## src/rtl/pong_pkg.sv

```systemverilog
// rtl/pong_pkg.sv - shared state encodings and player/direction constants for the pong match sequencer
package pong_pkg;

  localparam int STATE_W = 3;
  typedef logic [STATE_W-1:0] state_t;

  localparam state_t ST_IDLE   = 3'd0;
  localparam state_t ST_SERVE  = 3'd1;
  localparam state_t ST_PLAY   = 3'd2;
  localparam state_t ST_POINT  = 3'd3;
  localparam state_t ST_OVER   = 3'd4;
  localparam state_t ST_PAUSED = 3'd5;

  localparam logic PLAYER1   = 1'b0;
  localparam logic PLAYER2   = 1'b1;
  localparam logic DIR_LEFT  = 1'b0;
  localparam logic DIR_RIGHT = 1'b1;

endpackage

```

## src/rtl/pong_game_ctrl_if.sv

```systemverilog
// rtl/pong_game_ctrl_if.sv - game-controller bus: vsync/buttons/miss events in, ball and score controls out
// pause_n exists only when PONG_PAUSE_EN is defined.
interface pong_game_ctrl_if
  import pong_pkg::*;
#(
  parameter int SCORE_W = 4
);
  logic               vsync;
  logic               start_n;
  logic               miss_left;
  logic               miss_right;
`ifdef PONG_PAUSE_EN
  logic               pause_n;
`endif
  logic               ball_hold;
  logic               ball_run;
  logic               serve_dir;
  logic               p1_score_pulse;
  logic               p2_score_pulse;
  logic [SCORE_W-1:0] p1_score;
  logic [SCORE_W-1:0] p2_score;
  logic               game_over;
  logic               winner;
  logic [STATE_W-1:0] state_o;

  modport master (
`ifdef PONG_PAUSE_EN
    output pause_n,
`endif
    output vsync, start_n, miss_left, miss_right,
    input  ball_hold, ball_run, serve_dir, p1_score_pulse, p2_score_pulse,
    input  p1_score, p2_score, game_over, winner, state_o
  );

  modport slave (
`ifdef PONG_PAUSE_EN
    input  pause_n,
`endif
    input  vsync, start_n, miss_left, miss_right,
    output ball_hold, ball_run, serve_dir, p1_score_pulse, p2_score_pulse,
    output p1_score, p2_score, game_over, winner, state_o
  );

endinterface

```

## src/rtl/pong_btn_edge.sv

```systemverilog
// rtl/pong_btn_edge.sv - optional 2-flop synchroniser plus one-clk falling-edge detector
module pong_btn_edge #(
  parameter bit SYNC = 1'b1
) (
  input  logic clk,
  input  logic rst_n,
  input  logic btn_i,
  output logic fall_o
);

  logic lvl_q;
  logic prev_q;

  // Level flops reset low so a button already held at reset release never looks like a press.
  generate
    if (SYNC) begin : g_sync
      logic meta_q;
      always_ff @(posedge clk or negedge rst_n) begin
        if (!rst_n) begin
          meta_q <= 1'b0;
          lvl_q  <= 1'b0;
        end else begin
          meta_q <= btn_i;
          lvl_q  <= meta_q;
        end
      end
    end else begin : g_nosync
      always_ff @(posedge clk or negedge rst_n) begin
        if (!rst_n) lvl_q <= 1'b0;
        else        lvl_q <= btn_i;
      end
    end
  endgenerate

  always_ff @(posedge clk or negedge rst_n) begin
    if (!rst_n) prev_q <= 1'b0;
    else        prev_q <= lvl_q;
  end

  assign fall_o = prev_q & ~lvl_q;

endmodule

```

## src/rtl/pong_game_ctrl.sv

```systemverilog
// rtl/pong_game_ctrl.sv - pong match sequencer: serve/play/point/over flow, scores and ball controls
// Optional PONG_PAUSE_EN adds a pause button and a PAUSED state.
module pong_game_ctrl
  import pong_pkg::*;
#(
  parameter int WIN_SCORE    = 11,
  parameter int SCORE_W      = 4,
  parameter int SERVE_FRAMES = 60,
  parameter int POINT_FRAMES = 30
) (
  input  logic             clk,
  input  logic             reset,
  pong_game_ctrl_if.slave  bus
);

  localparam logic [SCORE_W-1:0] WIN        = SCORE_W'(WIN_SCORE);
  localparam logic [7:0]         SERVE_LAST = 8'(SERVE_FRAMES - 1);
  localparam logic [7:0]         POINT_LAST = 8'(POINT_FRAMES - 1);

  logic start_evt;
  logic frame_tick;
  logic pause_evt;

  pong_btn_edge #(.SYNC(1'b1)) u_start (
    .clk(clk), .rst_n(reset), .btn_i(bus.start_n), .fall_o(start_evt)
  );

  pong_btn_edge #(.SYNC(1'b0)) u_vsync (
    .clk(clk), .rst_n(reset), .btn_i(bus.vsync), .fall_o(frame_tick)
  );

`ifdef PONG_PAUSE_EN
  pong_btn_edge #(.SYNC(1'b1)) u_pause (
    .clk(clk), .rst_n(reset), .btn_i(bus.pause_n), .fall_o(pause_evt)
  );
`else
  assign pause_evt = 1'b0;
`endif

  state_t             state_q, state_d;
  logic [SCORE_W-1:0] p1_q, p1_d, p2_q, p2_d;
  logic [7:0]         cnt_q, cnt_d;
  logic               dir_q, dir_d;
  logic               p1p_q, p1p_d, p2p_q, p2p_d;
  logic               go_q, go_d, win_q, win_d;
  logic               hold_q, hold_d, run_q, run_d;

  function automatic logic [SCORE_W-1:0] sat_inc(input logic [SCORE_W-1:0] s);
    return (s >= WIN) ? WIN : s + SCORE_W'(1);
  endfunction

  always_comb begin
    state_d = state_q;
    p1_d    = p1_q;
    p2_d    = p2_q;
    cnt_d   = cnt_q;
    dir_d   = dir_q;
    p1p_d   = 1'b0;
    p2p_d   = 1'b0;
    go_d    = go_q;
    win_d   = win_q;
    case (state_q)
      ST_IDLE: begin
        if (start_evt) begin
          p1_d    = '0;
          p2_d    = '0;
          dir_d   = DIR_RIGHT;
          cnt_d   = '0;
          state_d = ST_SERVE;
        end
      end
      ST_SERVE: begin
        if (frame_tick) begin
          if (cnt_q == SERVE_LAST) begin
            cnt_d   = '0;
            state_d = ST_PLAY;
          end else begin
            cnt_d = cnt_q + 8'd1;
          end
        end
      end
      ST_PLAY: begin
        if (pause_evt) begin
          state_d = ST_PAUSED;
        end else if (bus.miss_left || bus.miss_right) begin
          cnt_d   = '0;
          state_d = ST_POINT;
          // A double miss is a void rally: nobody scores and the serve side stays.
          if (bus.miss_left && !bus.miss_right) begin
            p2_d  = sat_inc(p2_q);
            p2p_d = 1'b1;
            dir_d = DIR_LEFT;
          end else if (bus.miss_right && !bus.miss_left) begin
            p1_d  = sat_inc(p1_q);
            p1p_d = 1'b1;
            dir_d = DIR_RIGHT;
          end
        end
      end
      ST_POINT: begin
        if (frame_tick) begin
          if (cnt_q == POINT_LAST) begin
            cnt_d = '0;
            if (p1_q == WIN || p2_q == WIN) begin
              go_d    = 1'b1;
              win_d   = (p2_q == WIN) ? PLAYER2 : PLAYER1;
              state_d = ST_OVER;
            end else begin
              state_d = ST_SERVE;
            end
          end else begin
            cnt_d = cnt_q + 8'd1;
          end
        end
      end
      ST_OVER: begin
        if (start_evt) begin
          p1_d    = '0;
          p2_d    = '0;
          go_d    = 1'b0;
          win_d   = PLAYER1;
          dir_d   = DIR_RIGHT;
          cnt_d   = '0;
          state_d = ST_SERVE;
        end
      end
`ifdef PONG_PAUSE_EN
      ST_PAUSED: begin
        if (pause_evt) state_d = ST_PLAY;
      end
`endif
      default: state_d = ST_IDLE;
    endcase
  end

  // Ball controls follow the next state so they land in the same clk as the state change.
  always_comb begin
    hold_d = 1'b1;
    run_d  = 1'b0;
    if (state_d == ST_PLAY) begin
      hold_d = 1'b0;
      run_d  = 1'b1;
    end else if (state_d == ST_PAUSED) begin
      hold_d = 1'b0;
    end
  end

  always_ff @(posedge clk or negedge reset) begin
    if (!reset) begin
      state_q <= ST_IDLE;
      p1_q    <= '0;
      p2_q    <= '0;
      cnt_q   <= '0;
      dir_q   <= DIR_RIGHT;
      p1p_q   <= 1'b0;
      p2p_q   <= 1'b0;
      go_q    <= 1'b0;
      win_q   <= PLAYER1;
      hold_q  <= 1'b1;
      run_q   <= 1'b0;
    end else begin
      state_q <= state_d;
      p1_q    <= p1_d;
      p2_q    <= p2_d;
      cnt_q   <= cnt_d;
      dir_q   <= dir_d;
      p1p_q   <= p1p_d;
      p2p_q   <= p2p_d;
      go_q    <= go_d;
      win_q   <= win_d;
      hold_q  <= hold_d;
      run_q   <= run_d;
    end
  end

  assign bus.ball_hold      = hold_q;
  assign bus.ball_run       = run_q;
  assign bus.serve_dir      = dir_q;
  assign bus.p1_score_pulse = p1p_q;
  assign bus.p2_score_pulse = p2p_q;
  assign bus.p1_score       = p1_q;
  assign bus.p2_score       = p2_q;
  assign bus.game_over      = go_q;
  assign bus.winner         = win_q;
  assign bus.state_o        = state_q;

endmodule

```

## src/flat_wrapper.sv

```systemverilog
// flat-port wrapper written by rule: the top's interface ports become plain ports
module pong_game_ctrl_flat import pong_pkg::*;
#(
  parameter int WIN_SCORE    = 11,
  parameter int SCORE_W      = 4,
  parameter int SERVE_FRAMES = 60,
  parameter int POINT_FRAMES = 30
)
  (clk, reset, bus_vsync, bus_start_n, bus_miss_left, bus_miss_right, bus_ball_hold, bus_ball_run, bus_serve_dir, bus_p1_score_pulse, bus_p2_score_pulse, bus_p1_score, bus_p2_score, bus_game_over, bus_winner, bus_state_o);
  pong_game_ctrl_if #(.SCORE_W(SCORE_W)) bus_i ();
  input  logic clk;
  input  logic reset;
  input wire logic [$bits(bus_i.vsync)-1:0] bus_vsync;
  input wire logic [$bits(bus_i.start_n)-1:0] bus_start_n;
  input wire logic [$bits(bus_i.miss_left)-1:0] bus_miss_left;
  input wire logic [$bits(bus_i.miss_right)-1:0] bus_miss_right;
  output wire logic [$bits(bus_i.ball_hold)-1:0] bus_ball_hold;
  output wire logic [$bits(bus_i.ball_run)-1:0] bus_ball_run;
  output wire logic [$bits(bus_i.serve_dir)-1:0] bus_serve_dir;
  output wire logic [$bits(bus_i.p1_score_pulse)-1:0] bus_p1_score_pulse;
  output wire logic [$bits(bus_i.p2_score_pulse)-1:0] bus_p2_score_pulse;
  output wire logic [$bits(bus_i.p1_score)-1:0] bus_p1_score;
  output wire logic [$bits(bus_i.p2_score)-1:0] bus_p2_score;
  output wire logic [$bits(bus_i.game_over)-1:0] bus_game_over;
  output wire logic [$bits(bus_i.winner)-1:0] bus_winner;
  output wire logic [$bits(bus_i.state_o)-1:0] bus_state_o;
  assign bus_i.vsync = bus_vsync;
  assign bus_i.start_n = bus_start_n;
  assign bus_i.miss_left = bus_miss_left;
  assign bus_i.miss_right = bus_miss_right;
  assign bus_ball_hold = bus_i.ball_hold;
  assign bus_ball_run = bus_i.ball_run;
  assign bus_serve_dir = bus_i.serve_dir;
  assign bus_p1_score_pulse = bus_i.p1_score_pulse;
  assign bus_p2_score_pulse = bus_i.p2_score_pulse;
  assign bus_p1_score = bus_i.p1_score;
  assign bus_p2_score = bus_i.p2_score;
  assign bus_game_over = bus_i.game_over;
  assign bus_winner = bus_i.winner;
  assign bus_state_o = bus_i.state_o;
  pong_game_ctrl #(.WIN_SCORE(WIN_SCORE), .SCORE_W(SCORE_W), .SERVE_FRAMES(SERVE_FRAMES), .POINT_FRAMES(POINT_FRAMES)) u_core (.clk(clk), .reset(reset), .bus(bus_i));
endmodule
```

## config.mk

```make
export PLATFORM = sky130hd
export DESIGN_NAME = pong_game_ctrl_flat
export DESIGN_NICKNAME = d
export VERILOG_FILES = /design/src/rtl/pong_pkg.sv /design/src/rtl/pong_game_ctrl_if.sv /design/src/rtl/pong_btn_edge.sv /design/src/rtl/pong_game_ctrl.sv /design/src/flat_wrapper.sv
export SDC_FILE = /design/constraint.sdc
export NUM_CORES = 1
export LEC_CHECK = 0
export ABC_AREA = 1
export CORE_MARGIN = 2
export CORE_UTILIZATION = 35
export DETAILED_ROUTE_END_ITERATION = 8
export SLEW_MARGIN = 15
export SYNTH_ARGS = -nofsm -noshare
export SYNTH_HDL_FRONTEND = slang
export SYNTH_SLANG_ARGS = --single-unit
```

## constraint.sdc

```tcl
create_clock -name clk -period 3.05 [get_ports clk]
set_input_delay 0.4575 -clock clk [delete_from_list [all_inputs] [get_ports clk]]
set_output_delay 0.4575 -clock clk [all_outputs]
set_load 0.02 [all_outputs]
```

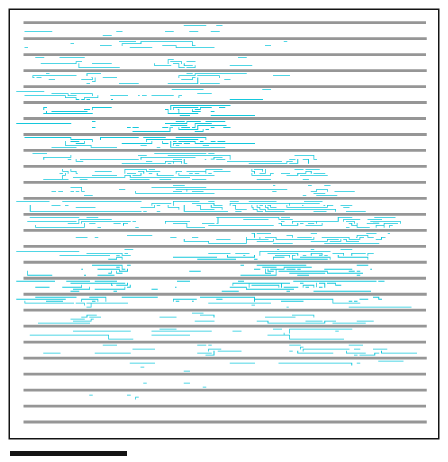
Figure 1: run 1, signal wires on met1.
Bar = 20 um. Supply wires on this layer in grey.
main direction: horizontal
wire length on this layer: 1,700 um
longest straight run: 18.9 um
share of all routed wire: 46%
nets with wire on the layer: 237
routed wire length: 3670 um
met1 usage: 0.196

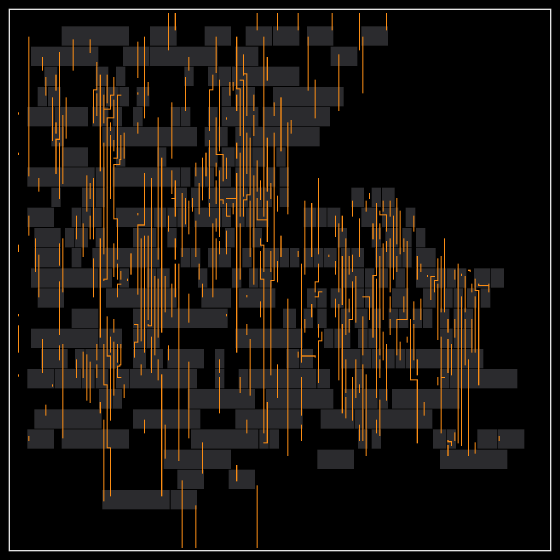
Figure 2: run 1, signal wires on met2.
share of all routed wire: 48%
longest straight run: 26.5 um
wire length on this layer: 1,770 um

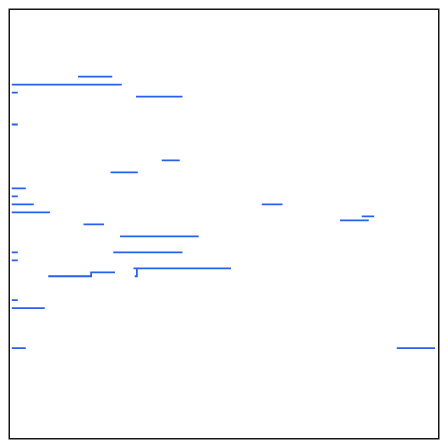
Figure 3: run 1, M3 wires.
longest straight run: 18.4 um
share of all routed wire: 3.7%
nets with wire on the layer: 21
main direction: horizontal
wire length on this layer: 135 um

==> impl_metrics.json, run 1 <==
{
  "pg_seq_uw": 506,
  "final_cell_area_um2": 2080,
  "hold_path_class": "reg -> reg",
  "arrival_ns": 1.42,
  "fp.coreArea_um2": 4660,
  "min-delay-start": "u_core.u_start.g_sync.meta_q",
  "tap_cells": 54,
  "setup_slack_ns": 1.17,
  "power_leader": "sequential cells",
  "period_minus_slack_ns": 1.88,
  "portBuffers": 23,
  "largest_cell_class": "flip-flops and latches",
  "comb_cells": 154,
  "fin_crit_sh": 0.617,
  "final_common_cell": "nand2_1",
  "area_growth_pct": 25.2,
  "grt_pass1_wl_um": 6310,
  "post_synth_main_area_contributors": "dfrtp_1 (44%), nand2_1 (13%), inv_1 (7.7%)",
  "antenna_found_initial": 0,
  "ys_chip_area_um2": 1660,
  "pre_cts_slack_ns": 1.29,
  "cts.sinks": 31,
  "finalSetupTns_ns": 0,
  "regToRegSetupSlack_ns": 1.46,
  "final.clkbuf_count": 5,
  "hold_slack_ns": 0.354,
  "grt_util_all_layers": 0.158,
  "cts_resized": 0,
  "hold_end": "u_core.u_start.lvl_q",
  "p_seq_frac": 0.440,
  "worstPathRequired_ns": 2.59,
  "clkPwrFrac": 0.350,
  "globalplace.congestion": 0.876,
  "syn-num-nets": 230,
  "signal_buffers": 24,
  "setup-violations-final": 0,
  "worst_pin_slew_ns": 0.430,
  "yosysSeqAreaShare": 0.469,
  "cp_num_cells": 1,
  "simple_gate_area_frac": 0.332,
  "syn_avg_cell_area_um2": 7.55,
  "swShare": 0.315,
  "drive_above_1_share": 0.0794,
  "top_layer": "met4",
  "largest_reg_flops": 8,
  "power_density_nw_per_um2": 553,
  "crit_end": "bus_serve_dir",
  "critPathLaunchType": "register",
  "rr_endpoint": "u_core.bus.p1_score[2]",
  "clock_net_power_uw": 402,
  "diodes": 0,
  "grtUsageMet3": 0.0511,
  "xor_share": 0.0106,
  "netlist_instances": 220,
  "finalMaxSlewViolations": 0,
  "cp-end-kind": "output pin",
  "grt_use_met2": 0.251,
  "crit_family": "buffers and inverters",
  "p_switching_uw": 362,
  "yosysUniqueCellTypes": 22,
  "synth_flops": 31,
  "status": "complete, no violations",
  "initCoreUtil": 0.356,
  "drt_iter0_markers": 71,
  "finalNetCount": 261,
  "drc_errors": 0,
  "combPwrFrac": 0.210,
  "die_h_um": 72.9,
  "vias": 1506
}
Figure 4. Track usage over the die (run 1).
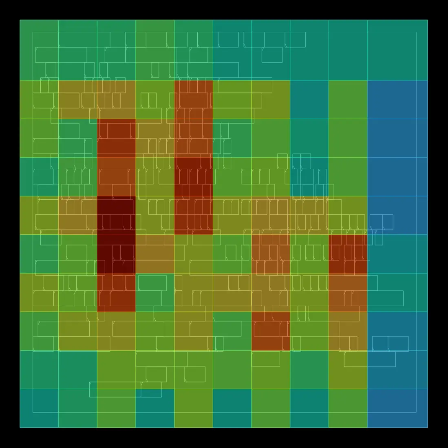

==> run 2, diff against run 1 <==
==> constraint.sdc (replaced) <==
create_clock -name clk -period 2 [get_ports clk]
set_input_delay 0.3 -clock clk [delete_from_list [all_inputs] [get_ports clk]]
set_output_delay 0.3 -clock clk [all_outputs]
set_load 0.02 [all_outputs]
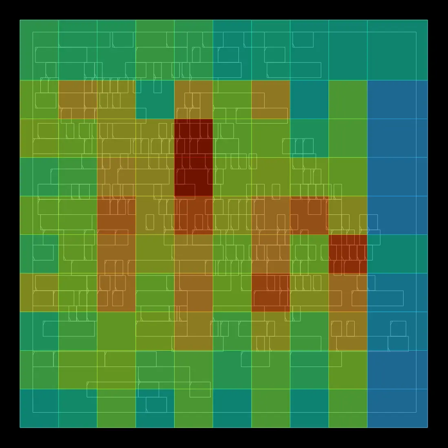
Figure 5: run 2, track usage over the die.
GRT met2 Usage: 0.248
GRT Total Usage: 0.154
busiest grt layer: met2
met1 usage: 0.191

==> run 2 against run 1 <==
Against the previous run: non-clock buffer count unchanged; count of clock-buffer cells in the layout increased by 2; routed wire length decreased by 2.6%; via count decreased by 1.7%; sequential share of layout area increased by 0.16 points; combinational power increased by 53%; synthesized area unchanged; cell count unchanged; flip-flop count unchanged; total power increased by 47%; synthesized cell count unchanged; final area decreased by 0.42%; largest cell class unchanged.
==> impl_metrics.json, run 2 <==
{
  "status": "complete, no violations",
  "regToRegSetupSlack_ns": 0.42,
  "swShare": 0.323,
  "diodes": 0,
  "syn-num-nets": 230,
  "cts.sinks": 31,
  "signal_buffers": 24,
  "crit_end": "bus_serve_dir",
  "pre_cts_slack_ns": 0.406,
  "syn_avg_cell_area_um2": 7.55,
  "final.clkbuf_count": 7,
  "yosysSeqAreaShare": 0.469,
  "hold_slack_ns": 0.349,
  "post_synth_main_area_contributors": "dfrtp_1 (44%), nand2_1 (13%), inv_1 (7.7%)",
  "cp_num_cells": 1,
  "xor_share": 0.0106,
  "largest_reg_flops": 8,
  "power_leader": "sequential cells",
  "simple_gate_area_frac": 0.332,
  "tap_cells": 54,
  "area_growth_pct": 24.6,
  "drt_iter0_markers": 123,
  "p_switching_uw": 546,
  "cp-end-kind": "output pin",
  "hold_end": "u_core.u_start.lvl_q",
  "hold_path_class": "reg -> reg",
  "portBuffers": 23,
  "antenna_found_initial": 0,
  "ys_chip_area_um2": 1660,
  "clock_net_power_uw": 550,
  "finalMaxSlewViolations": 0,
  "die_h_um": 72.9,
  "finalSetupTns_ns": 0,
  "worstPathRequired_ns": 1.70,
  "clkPwrFrac": 0.326,
  "combPwrFrac": 0.218,
  "fin_crit_sh": 0.854,
  "power_density_nw_per_um2": 816,
  "worst_pin_slew_ns": 0.424,
  "grt_pass1_wl_um": 6260,
  "final_common_cell": "nand2_1",
  "fp.coreArea_um2": 4660,
  "finalNetCount": 261,
  "critPathLaunchType": "register"
}
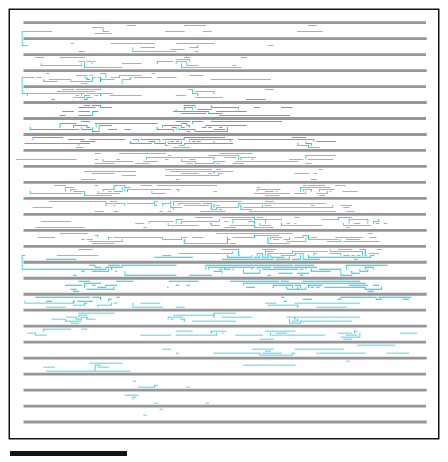
Figure 6: run 2, signal wires on met1.
Bar = 20 um. Supply wires on this layer in grey.
share of all routed wire: 48%
longest straight run: 20.7 um
wire length on this layer: 1,700 um
main direction: horizontal
routed wire length: 3570 um
DR vias: 1,480

==> run 3, diff against run 2 <==
--- a/config.mk
+++ b/config.mk
@@ -9,6 +9,7 @@
 export CORE_MARGIN = 2
 export CORE_UTILIZATION = 35
 export DETAILED_ROUTE_END_ITERATION = 8
+export HOLD_SLACK_MARGIN = 0.03
 export SLEW_MARGIN = 15
 export SYNTH_ARGS = -nofsm -noshare
 export SYNTH_HDL_FRONTEND = slang
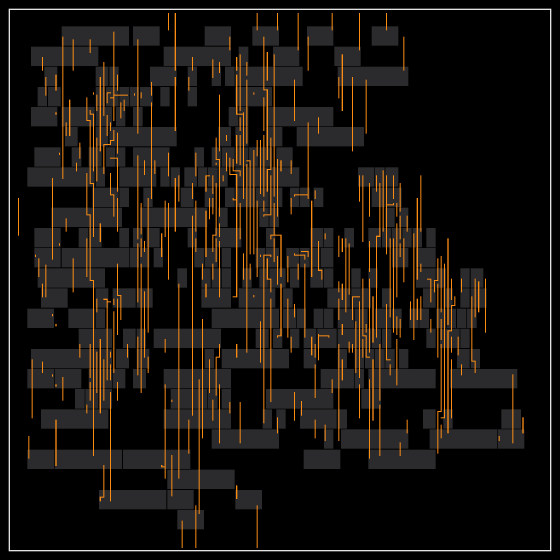
Figure 7: run 3, signal wires on met2.
longest straight run: 26.9 um
nets with wire on the layer: 213
main direction: vertical

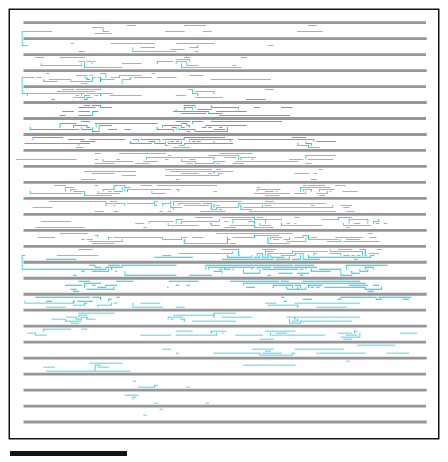
Figure 8: run 3, signal wires on met1.
Bar = 20 um. Supply wires on this layer in grey.
share of all routed wire: 48%
longest straight run: 20.7 um
main direction: horizontal

==> run 3 against run 2 <==
Against the previous run: combinational power about the same; global-route usage unchanged; die area is the same; worst hold slack stayed put; flip-flop count unchanged; clock power is essentially flat; routed wire length unchanged; synthesized area is the same.
==> impl_metrics.json, run 3 <==
{
  "cp-end-kind": "output pin",
  "rr_endpoint": "u_core.bus.p1_score[2]",
  "status": "complete, no violations",
  "netlist_instances": 220,
  "die_h_um": 72.9,
  "vias": 1480,
  "grtUsageMet3": 0.0414,
  "largest_reg_flops": 8,
  "p_seq_frac": 0.456,
  "grt_use_met1": 0.191,
  "fin_crit_sh": 0.854,
  "syn-num-nets": 230,
  "clock_net_power_uw": 550,
  "r2r-start": "u_core.bus.state_o[0]",
  "signal_buffers": 24,
  "setup_slack_ns": 0.292,
  "critPathLaunchType": "register",
  "drive_above_1_share": 0.0794,
  "syn_avg_cell_area_um2": 7.55,
  "synth_flops": 31,
  "area_growth_pct": 24.6,
  "regToRegSetupSlack_ns": 0.42,
  "final_cell_area_um2": 2070,
  "drc_errors": 0,
  "yosysSeqAreaShare": 0.469,
  "buf_share": 0.115,
  "cts.sinks": 31,
  "viasPerCell": 4.84,
  "swShare": 0.323,
  "tap_cells": 54,
  "finalSetupTns_ns": 0,
  "ir_worst_vdd_mv": 0.331,
  "grt_use_met2": 0.248,
  "power_leader": "sequential cells",
  "fp.coreArea_um2": 4660,
  "crit_family": "buffers and inverters",
  "initCoreUtil": 0.356,
  "p_switching_uw": 546,
  "globalplace.congestion": 0.884,
  "antenna_found_initial": 0,
  "max_slew_margin": 0.716,
  "portBuffers": 23,
  "p_leak_uw": 0.00104,
  "crit_end": "bus_serve_dir",
  "routed_wl_um": 3570,
  "setup-violations-final": 0,
  "flop_area_um2": 778,
  "async_flop_share": 1.00,
  "diodes": 0,
  "finalMaxSlewViolations": 0,
  "period_minus_slack_ns": 1.71,
  "worst_pin_slew_ns": 0.424,
  "grt_pass1_wl_um": 6260,
  "worstPathRequired_ns": 1.70,
  "crit_type": "reg -> out",
  "startpoint": "u_core.bus.serve_dir",
  "top_layer": "met4",
  "grt_util_all_layers": 0.154,
  "min-delay-start": "u_core.u_start.g_sync.meta_q",
  "ys_chip_area_um2": 1660,
  "final.clkbuf_count": 7,
  "cts_resized": 0,
  "comb_cells": 154,
  "arrival_ns": 1.41,
  "cp_num_cells": 1,
  "max_freq_mhz": 586,
  "final_common_cell": "nand2_1",
  "post_cts_buffers": 0,
  "yosysUniqueCellTypes": 22,
  "largest_cell_class": "flip-flops and latches",
  "simple_gate_area_frac": 0.332,
  "xor_share": 0.0106,
  "clkPwrFrac": 0.326,
  "pre_cts_slack_ns": 0.406,
  "fp-row-count": 25,
  "combPwrFrac": 0.218,
  "maxCapViolCount": 0,
  "finalNetCount": 261,
  "met1_length_um": 1700,
  "hold_path_class": "reg -> reg",
  "drt_iter0_markers": 123,
  "top_usage_layer": "met2",
  "post_synth_main_area_contributors": "dfrtp_1 (44%), nand2_1 (13%), inv_1 (7.7%)",
  "pg_seq_uw": 770,
  "hold_slack_ns": 0.349
}
No activity file was given, so power comes from the tool's default toggle rates.
